## src/rtl/freq_gate_pkg.sv

```systemverilog
// Shared types and constants for the gated pulse-counting display controller.
package freq_gate_pkg;

  localparam int unsigned BCD_W = 4;
  localparam int unsigned SEG_W = 7;

  typedef enum logic [2:0] {
    ST_IDLE,
    ST_CLEAR,
    ST_GATE,
    ST_LATCH,
    ST_HOLD
  } state_t;

  // Active-low segments, bit order {g,f,e,d,c,b,a}
  localparam logic [SEG_W-1:0] SEG_0     = 7'b1000000;
  localparam logic [SEG_W-1:0] SEG_1     = 7'b1111001;
  localparam logic [SEG_W-1:0] SEG_2     = 7'b0100100;
  localparam logic [SEG_W-1:0] SEG_3     = 7'b0110000;
  localparam logic [SEG_W-1:0] SEG_4     = 7'b0011001;
  localparam logic [SEG_W-1:0] SEG_5     = 7'b0010010;
  localparam logic [SEG_W-1:0] SEG_6     = 7'b0000010;
  localparam logic [SEG_W-1:0] SEG_7     = 7'b1111000;
  localparam logic [SEG_W-1:0] SEG_8     = 7'b0000000;
  localparam logic [SEG_W-1:0] SEG_9     = 7'b0010000;
  localparam logic [SEG_W-1:0] SEG_BLANK = 7'h7F;

  // Three-digit BCD count: hundreds, tens, units
  typedef struct packed {
    logic [BCD_W-1:0] h;
    logic [BCD_W-1:0] t;
    logic [BCD_W-1:0] u;
  } bcd3_t;

  localparam bcd3_t BCD3_MAX = {4'd9, 4'd9, 4'd9};

  // Ripple BCD increment; each digit wraps 9->0 and carries into the next
  function automatic bcd3_t bcd3_inc(input bcd3_t v);
    bcd3_t r;
    r = v;
    if (v.u != 4'd9) begin
      r.u = v.u + 4'd1;
    end else begin
      r.u = '0;
      if (v.t != 4'd9) begin
        r.t = v.t + 4'd1;
      end else begin
        r.t = '0;
        r.h = (v.h == 4'd9) ? '0 : v.h + 4'd1;
      end
    end
    return r;
  endfunction

endpackage

```

## src/rtl/freq_gate_ctrl_if.sv

```systemverilog
// Control inputs and display outputs of the gated pulse counter.
interface freq_gate_ctrl_if;
  import freq_gate_pkg::*;

  logic             i_en;
  logic             i_num_i;
  logic [SEG_W-1:0] o_tram;
  logic [SEG_W-1:0] o_chuc;
  logic [SEG_W-1:0] o_dv;
  logic             o_of;
  logic             o_valid;
  logic             o_busy;

  modport master (
    output i_en, i_num_i,
    input  o_tram, o_chuc, o_dv, o_of, o_valid, o_busy
  );

  modport slave (
    input  i_en, i_num_i,
    output o_tram, o_chuc, o_dv, o_of, o_valid, o_busy
  );

endinterface

```

## src/rtl/seg7_decoder.sv

```systemverilog
// BCD digit to active-low 7-segment pattern; codes 10-15 blank the digit.
module seg7_decoder
  import freq_gate_pkg::*;
(
  input  logic [BCD_W-1:0] bcd,
  output logic [SEG_W-1:0] seg_c
);

  // Digit lookup
  always_comb begin
    seg_c = SEG_BLANK;
    unique case (bcd)
      4'd0:    seg_c = SEG_0;
      4'd1:    seg_c = SEG_1;
      4'd2:    seg_c = SEG_2;
      4'd3:    seg_c = SEG_3;
      4'd4:    seg_c = SEG_4;
      4'd5:    seg_c = SEG_5;
      4'd6:    seg_c = SEG_6;
      4'd7:    seg_c = SEG_7;
      4'd8:    seg_c = SEG_8;
      4'd9:    seg_c = SEG_9;
      default: seg_c = SEG_BLANK;
    endcase
  end

endmodule

```

## src/rtl/freq_gate_ctrl.sv

```systemverilog
// Gated pulse-counting controller: synchronise i_num_i, count rising edges
// during a fixed gate, latch the BCD result and hold it for display.
// Optional build macro BLANK_LEADING_ZERO_EN blanks leading-zero hundreds
// and tens digits (units is always shown).
module freq_gate_ctrl
  import freq_gate_pkg::*;
#(
  parameter int unsigned GATE_CYCLES = 100,
  parameter int unsigned HOLD_CYCLES = 20,
  parameter int unsigned SYNC_STAGES = 2
) (
  input  logic             i_clk,
  input  logic             i_rst_n,
  freq_gate_ctrl_if.slave  bus
);

  localparam int unsigned MAX_CYC = (GATE_CYCLES > HOLD_CYCLES) ? GATE_CYCLES : HOLD_CYCLES;
  localparam int unsigned TMR_W   = (MAX_CYC > 1) ? $clog2(MAX_CYC) : 1;
  localparam logic [TMR_W-1:0] GATE_LAST = TMR_W'(GATE_CYCLES - 1);
  localparam logic [TMR_W-1:0] HOLD_LAST = TMR_W'(HOLD_CYCLES - 1);

  state_t                 state_q, state_d;
  logic [TMR_W-1:0]       tmr_q, tmr_d;
  logic                   busy_q, valid_q;
  logic [SYNC_STAGES-1:0] sync_q;
  logic                   prev_q;
  logic                   edge_c;
  logic                   cnt_clr_c, cnt_en_c, latch_c;
  bcd3_t                  cnt_q, disp_q;
  logic                   of_int_q, of_q;
  logic [BCD_W-1:0]       code_h_c, code_t_c, code_u_c;

  // Input synchroniser and one-flop rising-edge detector
  always_ff @(posedge i_clk or negedge i_rst_n) begin
    if (!i_rst_n) begin
      sync_q <= '0;
      prev_q <= 1'b0;
    end else begin
      sync_q <= {sync_q[SYNC_STAGES-2:0], bus.i_num_i};
      prev_q <= sync_q[SYNC_STAGES-1];
    end
  end

  assign edge_c = sync_q[SYNC_STAGES-1] & ~prev_q;

  // Sequencer state, phase timer and registered status outputs
  always_ff @(posedge i_clk or negedge i_rst_n) begin
    if (!i_rst_n) begin
      state_q <= ST_IDLE;
      tmr_q   <= '0;
      busy_q  <= 1'b0;
      valid_q <= 1'b0;
    end else begin
      state_q <= state_d;
      tmr_q   <= tmr_d;
      busy_q  <= (state_d != ST_IDLE);
      valid_q <= latch_c;
    end
  end

  // Next-state and datapath controls
  always_comb begin
    state_d   = state_q;
    tmr_d     = tmr_q;
    cnt_clr_c = 1'b0;
    cnt_en_c  = 1'b0;
    latch_c   = 1'b0;
    unique case (state_q)
      ST_IDLE: begin
        if (bus.i_en) state_d = ST_CLEAR;
      end
      ST_CLEAR: begin
        cnt_clr_c = 1'b1;
        tmr_d     = '0;
        state_d   = ST_GATE;
      end
      ST_GATE: begin
        if (!bus.i_en) begin
          state_d = ST_IDLE;
        end else begin
          cnt_en_c = 1'b1;
          if (tmr_q == GATE_LAST) state_d = ST_LATCH;
          else                    tmr_d   = tmr_q + TMR_W'(1);
        end
      end
      ST_LATCH: begin
        latch_c = 1'b1;
        tmr_d   = '0;
        state_d = ST_HOLD;
      end
      ST_HOLD: begin
        if (tmr_q == HOLD_LAST) state_d = bus.i_en ? ST_CLEAR : ST_IDLE;
        else                    tmr_d   = tmr_q + TMR_W'(1);
      end
      default: state_d = ST_IDLE;
    endcase
  end

  // Saturating BCD edge counter with sticky overflow, plus display latch
  always_ff @(posedge i_clk or negedge i_rst_n) begin
    if (!i_rst_n) begin
      cnt_q    <= '0;
      of_int_q <= 1'b0;
      disp_q   <= '0;
      of_q     <= 1'b0;
    end else begin
      if (cnt_clr_c) begin
        cnt_q    <= '0;
        of_int_q <= 1'b0;
      end else if (cnt_en_c && edge_c) begin
        if (cnt_q == BCD3_MAX) of_int_q <= 1'b1;
        else                   cnt_q    <= bcd3_inc(cnt_q);
      end
      if (latch_c) begin
        disp_q <= cnt_q;
        of_q   <= of_int_q;
      end
    end
  end

`ifdef BLANK_LEADING_ZERO_EN
  // Leading zeros map to a code the decoder renders blank
  always_comb begin
    code_h_c = (disp_q.h == '0) ? 4'hF : disp_q.h;
    code_t_c = ((disp_q.h == '0) && (disp_q.t == '0)) ? 4'hF : disp_q.t;
    code_u_c = disp_q.u;
  end
`else
  // Every digit shown as-is
  always_comb begin
    code_h_c = disp_q.h;
    code_t_c = disp_q.t;
    code_u_c = disp_q.u;
  end
`endif

  seg7_decoder u_dec_h (.bcd(code_h_c), .seg_c(bus.o_tram));
  seg7_decoder u_dec_t (.bcd(code_t_c), .seg_c(bus.o_chuc));
  seg7_decoder u_dec_u (.bcd(code_u_c), .seg_c(bus.o_dv));

  assign bus.o_of    = of_q;
  assign bus.o_valid = valid_q;
  assign bus.o_busy  = busy_q;

endmodule

```

## src/flat_wrapper.sv

```systemverilog
// flat-port wrapper written by rule: the top's interface ports become plain ports
module freq_gate_ctrl_flat import freq_gate_pkg::*;
#(
  parameter int unsigned GATE_CYCLES = 100,
  parameter int unsigned HOLD_CYCLES = 20,
  parameter int unsigned SYNC_STAGES = 2
)
  (i_clk, i_rst_n, bus_i_en, bus_i_num_i, bus_o_tram, bus_o_chuc, bus_o_dv, bus_o_of, bus_o_valid, bus_o_busy);
  freq_gate_ctrl_if bus_i ();
  input  logic i_clk;
  input  logic i_rst_n;
  input wire logic [$bits(bus_i.i_en)-1:0] bus_i_en;
  input wire logic [$bits(bus_i.i_num_i)-1:0] bus_i_num_i;
  output wire logic [$bits(bus_i.o_tram)-1:0] bus_o_tram;
  output wire logic [$bits(bus_i.o_chuc)-1:0] bus_o_chuc;
  output wire logic [$bits(bus_i.o_dv)-1:0] bus_o_dv;
  output wire logic [$bits(bus_i.o_of)-1:0] bus_o_of;
  output wire logic [$bits(bus_i.o_valid)-1:0] bus_o_valid;
  output wire logic [$bits(bus_i.o_busy)-1:0] bus_o_busy;
  assign bus_i.i_en = bus_i_en;
  assign bus_i.i_num_i = bus_i_num_i;
  assign bus_o_tram = bus_i.o_tram;
  assign bus_o_chuc = bus_i.o_chuc;
  assign bus_o_dv = bus_i.o_dv;
  assign bus_o_of = bus_i.o_of;
  assign bus_o_valid = bus_i.o_valid;
  assign bus_o_busy = bus_i.o_busy;
  freq_gate_ctrl #(.GATE_CYCLES(GATE_CYCLES), .HOLD_CYCLES(HOLD_CYCLES), .SYNC_STAGES(SYNC_STAGES)) u_core (.i_clk(i_clk), .i_rst_n(i_rst_n), .bus(bus_i));
endmodule
```

## config.mk

```make
export PLATFORM = sky130hd
export DESIGN_NAME = freq_gate_ctrl_flat
export DESIGN_NICKNAME = d
export VERILOG_FILES = /design/src/rtl/freq_gate_pkg.sv /design/src/rtl/freq_gate_ctrl_if.sv /design/src/rtl/seg7_decoder.sv /design/src/rtl/freq_gate_ctrl.sv /design/src/flat_wrapper.sv
export SDC_FILE = /design/constraint.sdc
export NUM_CORES = 1
export LEC_CHECK = 0
export CAP_MARGIN = 10
export CELL_PAD_IN_SITES_DETAIL_PLACEMENT = 1
export CELL_PAD_IN_SITES_GLOBAL_PLACEMENT = 1
export CORE_MARGIN = 2
export CORE_UTILIZATION = 43
export CTS_CLUSTER_DIAMETER = 120
export CTS_CLUSTER_SIZE = 25
export DETAILED_ROUTE_END_ITERATION = 6
export GPL_TIMING_DRIVEN = 0
export PLACE_DENSITY_LB_ADDON = 0.1
export REMOVE_ABC_BUFFERS = 1
export SLEW_MARGIN = 20
export SYNTH_ARGS = -nofsm -noshare
export SYNTH_HDL_FRONTEND = slang
export SYNTH_SLANG_ARGS = --single-unit
```

## constraint.sdc

```tcl
create_clock -name i_clk -period 2.3 [get_ports i_clk]
set_input_delay 0.46 -clock i_clk [delete_from_list [all_inputs] [get_ports i_clk]]
set_output_delay 0.46 -clock i_clk [all_outputs]
set_load 0.01 [all_outputs]
```

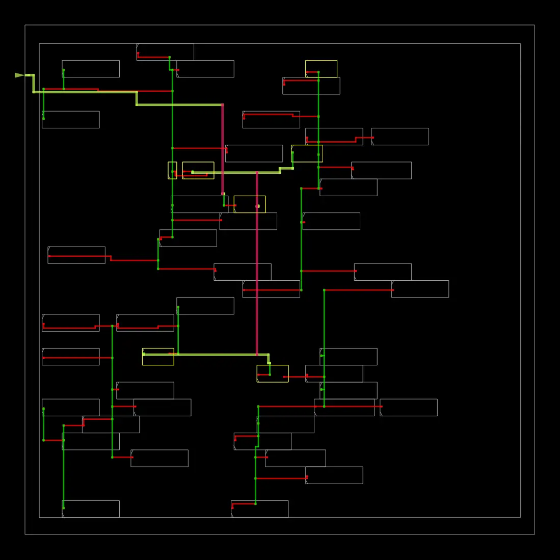
Figure 1: clock wiring as the flow saved it.
final sequential cell count: 41
clock buffers created by TritonCTS: 5
CTS Sinks: 41
Clk power: 480 uW

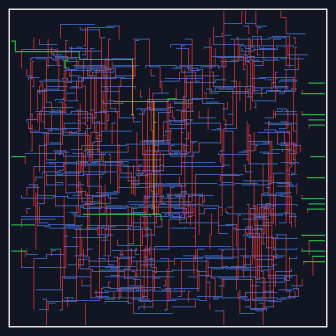
Figure 2: wiring by layer.
colour	layer	wire length
orange	M4	43.5 um
blue	M1	2790 um
green	M3	159 um
red	M2	2820 um

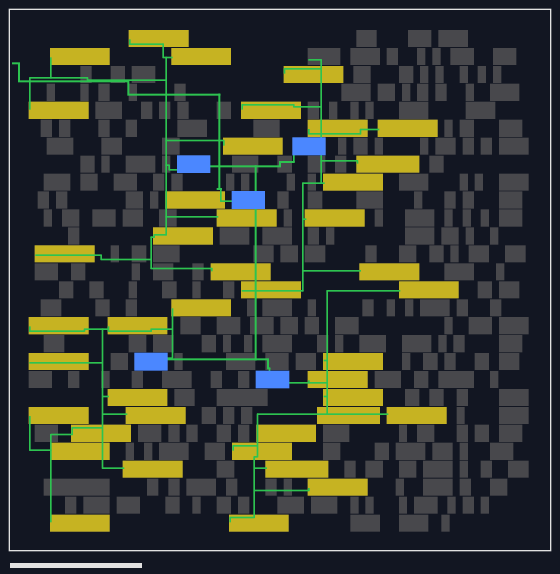
Figure 3: clock wires, drivers and flops.
The bar under the picture is 20 um long.
[blue] clock-net drivers | count: 5
[green] clock wires | length: 545 um
[yellow] flip-flops | count: 41
routed clock nets	6
Clk pwr share: 16.5%
post-route clock skew: 0.00888 ns
Worst-Skew Late Latency: 0.29 ns

==> results.ini <==
[power]
p_comb_uw=1420
vdd_ir_drop_max_mv=0.473
internal_power_uw=1770
power_per_cell_area_mw_per_mm2=935
power_sequential_uw=1010

[yosys]
yosys.area.top_type_share_pct=39.4
yosys-top-cells-count=sky130_fd_sc_hd__dfrtp_1 (41), sky130_fd_sc_hd__nand2_1 (29), sky130_fd_sc_hd__nor2_1 (27)
mux_share_pct=6.58
synthDominantAreaCellType=sky130_fd_sc_hd__dfrtp_1
synthSimpleGateAreaFrac_pct=21.4
synth.comb.largest_family=simple AND/OR/NAND/NOR gates
seq_area_frac_synth_pct=39.4

[setup_path]
crit_family=buffers and inverters
start_kind=flip-flop

[final_layout]
sh_seq_area_pct=33.1
layout_top_cell=sky130_fd_sc_hd__dfrtp_1
comb-cell-share_pct=47.3
area_share_clock_buf_inv_pct=2.77
antenna-diode-count=0
buffer_area_share_pct=11.8
layout.area.comb_sq_mm=0.00148
final_util_pct=52.9
layoutNonFillerInstCount=392
fin_nets=343
num-clock-buffers=7

[routing]
vias_per_cell=5.58
drt_iter0_markers=72
routed_wl_um=5810
drtAntennaViolNets=0

[grt]
met2_resource_use_gr_pct=32.5
wire_length_of_the_first_global_routing_pass_um=10000
grt.total_usage_pct=19.0
grt_util_met3_pct=3.41

[sta]
layout_min_cycle_time_ns=2.24
final.hold.worst_slack_ns=0.116
worst_slew_pin_slew_ns=0.634

[hold_path]
hold_path_class=in -> async

[outcome]
run_status=complete, no violations

[cts]
cts-htree-levels=2

[floorplanning]
core_sq_mm=0.00589

[placement]
post-place-ws_ns=-0.0251
placement.io_buffers=27

## flip-flops by register name, indices dropped and copies added, names as in the netlist
signal,cells
u_core.code_u_c,4
u_core.bus.o_busy,1
u_core.sync_q,2
u_core.of_int_q,1
u_core.bus.o_of,1
u_core.code_h_c,4
u_core.tmr_q,7
u_core.cnt_q,12
u_core.prev_q,1
u_core.state_q,3
u_core.code_t_c,4
u_core.bus.o_valid,1
## layer usage
layer  vias up  wire length [um]  part of all wire (%)
met1      1083              2790                    48
met5         -                 0                     0
met4         0                43                  0.74
li1       1073                 -                     -
met3         5               159                   2.7
met2        26              2820                    48
Power is estimated from default activity; no workload was simulated.
